<file path="src/rtl/pdm_rx_pkg.sv">
// Shared types and defaults for the PDM output-port receiver.
package pdm_rx_pkg;

    localparam int LEN_W  = 5;
    localparam int BYTE_W = 8;

    typedef enum logic [2:0] {
        IDLE       = 3'd0,
        WAIT_SPACE = 3'd1,
        GRANT      = 3'd2,
        GAP        = 3'd3,
        RECV       = 3'd4
    } state_t;

    typedef struct packed {
        logic              sop;
        logic              eop;
        logic [BYTE_W-1:0] data;
    } fifo_entry_t;

endpackage

</file>
<file path="src/rtl/pdm_rx_fifo.sv">
// First-word-fall-through packet FIFO: the head entry is visible combinationally
// from registered storage; pointers wrap naturally because DEPTH is a power of two.
module pdm_rx_fifo
    import pdm_rx_pkg::*;
#(
    parameter int  DEPTH   = 32,
    parameter type entry_t = fifo_entry_t
) (
    input  logic                   clk,
    input  logic                   rst,
    input  logic                   wr_en,
    input  entry_t                 wr_entry,
    input  logic                   rd_en,
    output entry_t                 rd_entry,
    output logic                   empty,
    output logic [$clog2(DEPTH):0] count
);

    localparam int AW = $clog2(DEPTH);
    localparam int CW = AW + 1;

    entry_t        mem_r [DEPTH];
    logic [AW-1:0] wr_ptr_r;
    logic [AW-1:0] rd_ptr_r;
    logic [CW-1:0] count_r;

    // Storage array; contents are only observed when the FIFO is non-empty
    always_ff @(posedge clk) begin
        if (wr_en) begin
            mem_r[wr_ptr_r] <= wr_entry;
        end
    end

    // Pointer and occupancy tracking; a simultaneous write and read keeps count
    always_ff @(posedge clk or posedge rst) begin
        if (rst) begin
            wr_ptr_r <= {AW{1'b0}};
            rd_ptr_r <= {AW{1'b0}};
            count_r  <= {CW{1'b0}};
        end else begin
            if (wr_en) begin
                wr_ptr_r <= wr_ptr_r + AW'(1);
            end
            if (rd_en) begin
                rd_ptr_r <= rd_ptr_r + AW'(1);
            end
            case ({wr_en, rd_en})
                2'b10:   count_r <= count_r + CW'(1);
                2'b01:   count_r <= count_r - CW'(1);
                default: count_r <= count_r;
            endcase
        end
    end

    assign rd_entry = mem_r[rd_ptr_r];
    assign empty    = (count_r == {CW{1'b0}});
    assign count    = count_r;

endmodule

</file>
<file path="src/rtl/pdm_port_rx.sv">
// Receiver for one PDM output port: grants length announcements when space is
// available, buffers the packet bytes and streams them out with sop/eop markers.
module pdm_port_rx #(
    parameter int FIFO_DEPTH = 32,
    parameter int LEN_W      = 5,
    parameter int BYTE_W     = 8
) (
    input  logic              clk,
    input  logic              rst,
    input  logic [LEN_W-1:0]  newdata_len,
    output logic              proceed,
    input  logic [BYTE_W-1:0] data_out,
    output logic [BYTE_W-1:0] rd_data,
    output logic              rd_valid,
    input  logic              rd_ready,
    output logic              rd_sop,
    output logic              rd_eop,
    output logic [7:0]        pkt_count,
    output logic              proto_err,
    input  logic              err_clr
);

    import pdm_rx_pkg::*;

    localparam int CW = $clog2(FIFO_DEPTH) + 1;

    typedef struct packed {
        logic              sop;
        logic              eop;
        logic [BYTE_W-1:0] data;
    } entry_t;

    state_t           state_r;
    logic [LEN_W-1:0] len_r;
    logic [LEN_W-1:0] byte_cnt_r;
    logic             proceed_r;
    logic [7:0]       pkt_count_r;
    logic             proto_err_r;

    logic             ann_s;
    logic             oversize_s;
    logic             space_ok_s;
    logic             err_set_s;
    logic             wr_en_s;
    logic             rd_en_s;
    logic             empty_s;
    logic [CW-1:0]    count_s;
    logic [CW-1:0]    free_s;
    entry_t           wr_entry_s;
    entry_t           rd_entry_s;

    assign ann_s      = |newdata_len;
    assign oversize_s = (32'(newdata_len) > 32'(FIFO_DEPTH));
    assign free_s     = CW'(FIFO_DEPTH) - count_s;
    // Reads only ever add space, so checking once at grant time is enough
    assign space_ok_s = (32'(len_r) <= 32'(free_s));
    assign err_set_s  = ann_s && ((state_r != IDLE) || oversize_s);

    assign wr_en_s         = (state_r == RECV);
    assign wr_entry_s.sop  = (byte_cnt_r == len_r);
    assign wr_entry_s.eop  = (byte_cnt_r == LEN_W'(1));
    assign wr_entry_s.data = data_out;
    assign rd_en_s         = rd_ready && !empty_s;

    pdm_rx_fifo #(
        .DEPTH   (FIFO_DEPTH),
        .entry_t (entry_t)
    ) u_fifo (
        .clk      (clk),
        .rst      (rst),
        .wr_en    (wr_en_s),
        .wr_entry (wr_entry_s),
        .rd_en    (rd_en_s),
        .rd_entry (rd_entry_s),
        .empty    (empty_s),
        .count    (count_s)
    );

    // Handshake FSM: announce -> wait for space -> grant pulse -> gap -> capture
    always_ff @(posedge clk or posedge rst) begin
        if (rst) begin
            state_r     <= IDLE;
            len_r       <= {LEN_W{1'b0}};
            byte_cnt_r  <= {LEN_W{1'b0}};
            proceed_r   <= 1'b0;
            pkt_count_r <= 8'd0;
        end else begin
            case (state_r)
                IDLE: begin
                    if (ann_s && !oversize_s) begin
                        len_r   <= newdata_len;
                        state_r <= WAIT_SPACE;
                    end else begin
                        state_r <= IDLE;
                    end
                end
                WAIT_SPACE: begin
                    if (space_ok_s) begin
                        proceed_r <= 1'b1;
                        state_r   <= GRANT;
                    end else begin
                        state_r <= WAIT_SPACE;
                    end
                end
                GRANT: begin
                    proceed_r <= 1'b0;
                    state_r   <= GAP;
                end
                GAP: begin
                    byte_cnt_r <= len_r;
                    state_r    <= RECV;
                end
                RECV: begin
                    byte_cnt_r <= byte_cnt_r - LEN_W'(1);
                    if (byte_cnt_r == LEN_W'(1)) begin
                        pkt_count_r <= pkt_count_r + 8'd1;
                        state_r     <= IDLE;
                    end else begin
                        state_r <= RECV;
                    end
                end
                default: begin
                    proceed_r <= 1'b0;
                    state_r   <= IDLE;
                end
            endcase
        end
    end

    // Sticky protocol error; a newly detected error beats a clear request
    always_ff @(posedge clk or posedge rst) begin
        if (rst) begin
            proto_err_r <= 1'b0;
        end else if (err_set_s) begin
            proto_err_r <= 1'b1;
        end else if (err_clr) begin
            proto_err_r <= 1'b0;
        end else begin
            proto_err_r <= proto_err_r;
        end
    end

    assign proceed   = proceed_r;
    assign pkt_count = pkt_count_r;
    assign proto_err = proto_err_r;
    assign rd_valid  = !empty_s;
    assign rd_data   = empty_s ? {BYTE_W{1'b0}} : rd_entry_s.data;
    assign rd_sop    = !empty_s && rd_entry_s.sop;
    assign rd_eop    = !empty_s && rd_entry_s.eop;

endmodule

</file>
<file path="config.mk">
export PLATFORM = sky130hd
export DESIGN_NAME = pdm_port_rx
export DESIGN_NICKNAME = d
export VERILOG_FILES = /design/src/rtl/pdm_rx_pkg.sv /design/src/rtl/pdm_rx_fifo.sv /design/src/rtl/pdm_port_rx.sv
export SDC_FILE = /design/constraint.sdc
export NUM_CORES = 1
export LEC_CHECK = 0
export ABC_AREA = 1
export CORE_UTILIZATION = 60
export CTS_CLUSTER_SIZE = 30
export DETAILED_ROUTE_END_ITERATION = 10
export DONT_BUFFER_PORTS = 1
export PLACE_DENSITY = 0.76
export RECOVER_POWER = 50
export SLEW_MARGIN = 0
export SYNTH_ARGS = -nofsm -noshare
export SYNTH_HDL_FRONTEND = slang
export SYNTH_SLANG_ARGS = --single-unit
</file>
<file path="constraint.sdc">
create_clock -name clk -period 3.4 [get_ports clk]
set_input_delay 0.68 -clock clk [delete_from_list [all_inputs] [get_ports clk]]
set_output_delay 0.68 -clock clk [all_outputs]
set_load 0.05 [all_outputs]
</file>
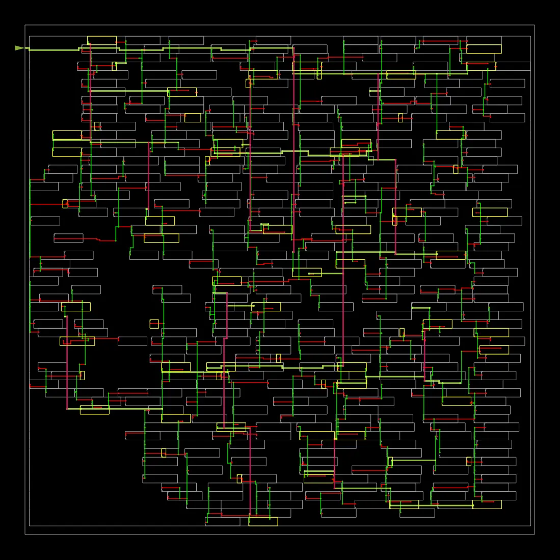
Fig. 1. Clock wiring as the flow saved it.
worst-skew pair later-pin latency: 0.52 ns
Worst Clk Skew: 0.0140 ns
Power Clock: 4.13 mW

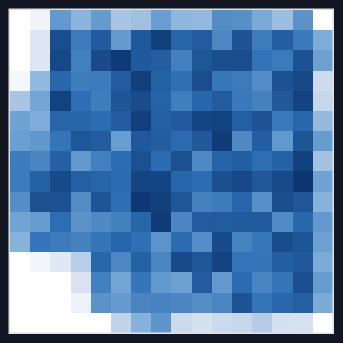
Fig. 2. Cell density map.
Scale: 2 px per µm. 16 x 16 tiles, from white (low) to dark blue (high), 0 to 100% covered.
mean over tiles: 64%
densest ninth of the die: centre
tiles over 75% full: 44%
nearly empty tiles: 6.6%
Core Region: 0.0246 mm²
Initial Utilization: 61.9%

==> summary.txt <==
Here are the numbers from the latest Yosys + OpenROAD run.

The flow ran to the end, but the final reports show violations. The checks that failed: max-capacitance violations, max-slew violations. The average wire per cell in the routed design came out at 20.3 µm. The leakage component of the power came out at 6.35 nW.

The die boundary height came out at 161 µm. Cells with a size suffix above 1 make up 8.33% of the layout. The synthesis run shows the most used standard cells to be edfxtp_1, nor2_1, nand2_1. The global router's overall resource usage came out at 27.9%. The met1 track demand over resource is 39.1%. The average cell area after synthesis is 11.2 µm². The fraction of area in non-clock buffers is 3.09%.

The count of state elements after synthesis came out at 359. As logged by OpenROAD, the buffers inserted on ports number 0. The path category of the worst min-delay check is input pin to flip-flop. The final tally of max-slew violations is 34.

The tap cell count is 324. The post-synthesis sequential area ratio is 69.5%. Per the log, the first TritonRoute iteration ended with a DRC count of 1125.

The met3 layer usage reported by global route is 4.62%. For reference, the critical path cell chain is buf_4 -> inv_1 -> buf_4 -> nand3_1 -> nand3_1 -> nand2_1 -> nand2_1 -> nor2_1 -> buf_4. Sorting the synthesized cells by area gives the leading types as edfxtp_1, nor2_1, dfrtp_1.

The number of violations of the max-capacitance limit is 1. The sequential standard cell area is 0.0106 mm². The number of clock buffers inserted by TritonCTS is 36. The largest fanout on the critical path came out at 22.

Global routing finished with a remaining overflow of 0. The reg-to-reg endpoint is u_fifo.count[4]. The detailed-route wire length on metal 1 came out at 14.3 mm. The clock sink count is 359.

The total setup buffers inserted after CTS is 0. The number of cells in the design after placement came out at 1676. In the final design database the tool counted 1427 nets.

Looking at the global route congestion table, the highest-usage layer is met2. After the flow finishes, the layout carries non-filler instances totaling 1740. The number of distinct library cells after synthesis came out at 37.

The power density over the cells is 900 mW/mm². The data arrival time reported for the critical path is 2.63 ns. The net switching fraction of the power came out at 38.6%.

Per the CTS log, the root buffer master is clkbuf_16. The relative max-transition margin came out at -14.0%. The DRC violation count after routing came out at 0. The number of vias per cell is 5.92. According to the Yosys statistics, the synthesized design has a chip area of 0.0152 mm².

The met3 layer wire length in the routed design is 2.92 mm. The depth of the CTS H-tree came out at 2. Counting every instance in the synthesized netlist gives 1356.

The yosys cell count came out at 1356. The vias after detailed routing is 10303. The iteration count of the initial detailed-routing pass is 5. The routability-driven placement congestion ratio is 0.824. The power report puts the net switching power at 5.90 mW. According to the floorplan log, the row count is 57. The number of nets produced by synthesis came out at 1393. The smallest hold slack came out at 0.259 ns.

The area of the multi-input gates came out at 0.00408 mm². Once routing completed, OpenROAD measured the worst setup slack at 0.0933 ns. The pre-CTS setup slack is 0.536 ns. From left edge to right edge, the die measures 161 µm.

The area of placed instances is 0.0158 mm². The slowest cell on the critical path is dfrtp_1. The largest buffer count on any clock path came out at 3.

Of the total power, registers draw 35.6%. STA classifies the critical path endpoint as a primary output. The flop-to-flop setup slack is 0.52 ns. TritonCTS built the clock tree. The share of async-settable or async-resettable flops after synthesis came out at 10.9%.

The number of warnings reported in the stage logs is 30. The count of hold buffers inserted by post-cts repair is 0. The number of non-clock inverters came out at 52.
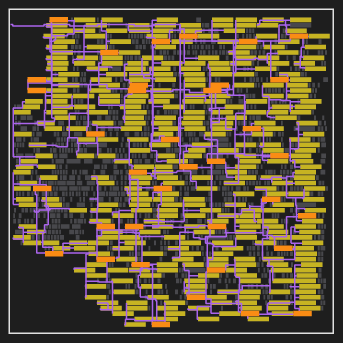
Fig. 3. Clock wires, drivers and flops.
Scale: 2 px per µm.
[clock wires] purple | length: 3780 µm
[flip-flops] yellow | count: 359
[clock drivers] orange | count: 36
flops lie: widely spread
routed clock nets: 37
power share of the clock group: 27.0%

## power by group through the flow
| stage | registers [mW] | logic (mW) | clock network (mW) |
|---|---|---|---|
| 2_1_floorplan | 5.42 | 4.17 | 0 |
| 3_3_place_gp | 5.51 | 5.55 | 0 |
| 3_5_place_dp | 5.52 | 5.67 | 0 |
| 4_1_cts | 5.43 | 5.73 | 4.17 |
| 5_1_grt | 5.47 | 6.32 | 4.31 |
| 6_report | 5.44 | 5.74 | 4.13 |
## cell usage in the layout (no fill, tap or decap), types with 19 or more instances in the layout
| cell | n |
|---|---|
| edfxtp_1 | 320 |
| nor2_1 | 280 |
| nand2_1 | 223 |
| nand3_1 | 128 |
| o21ai_0 | 101 |
| buf_4 | 52 |
| inv_1 | 48 |
| o21ai_1 | 47 |
| dfrtp_1 | 37 |
| clkbuf_16 | 37 |
| a21oi_1 | 23 |
| xor2_1 | 19 |
| ha_1 | 19 |
## state kept, by name (all words and copies together) (netlist names)
register         flops
byte_cnt_r           5
len_r                5
pkt_count            8
proceed              1
proto_err            1
state_r              3
u_fifo.count         6
u_fifo.mem_r       320
u_fifo.rd_ptr_r      5
u_fifo.wr_ptr_r      5
## how the worst max path moves through the flow
stage | start | endpoint
after floorplan | u_fifo.count[0] | rd_data[0]
after global placement | u_fifo.count[0] | u_fifo.count[4]
after detailed placement | u_fifo.count[0] | u_fifo.count[4]
after CTS | u_fifo.rd_ptr_r[2] | rd_sop
after global routing | u_fifo.rd_ptr_r[2] | rd_sop
final | u_fifo.rd_ptr_r[2] | rd_sop
## logic make-up after synthesis
kind of cell	count (synthesis)	share of synthesized area [%]
DFF	359	69.5
muxes	2	0.148
and+or+nand+nor	652	17.5
adders and majority gates	20	1.69
AOI/OAI and AO/OA	183	6.15
xor gates and xnor gates	22	1.27
buffers and inverters	118	3.71
Power figures rest on the tool's default switching activity, not on a simulated workload.
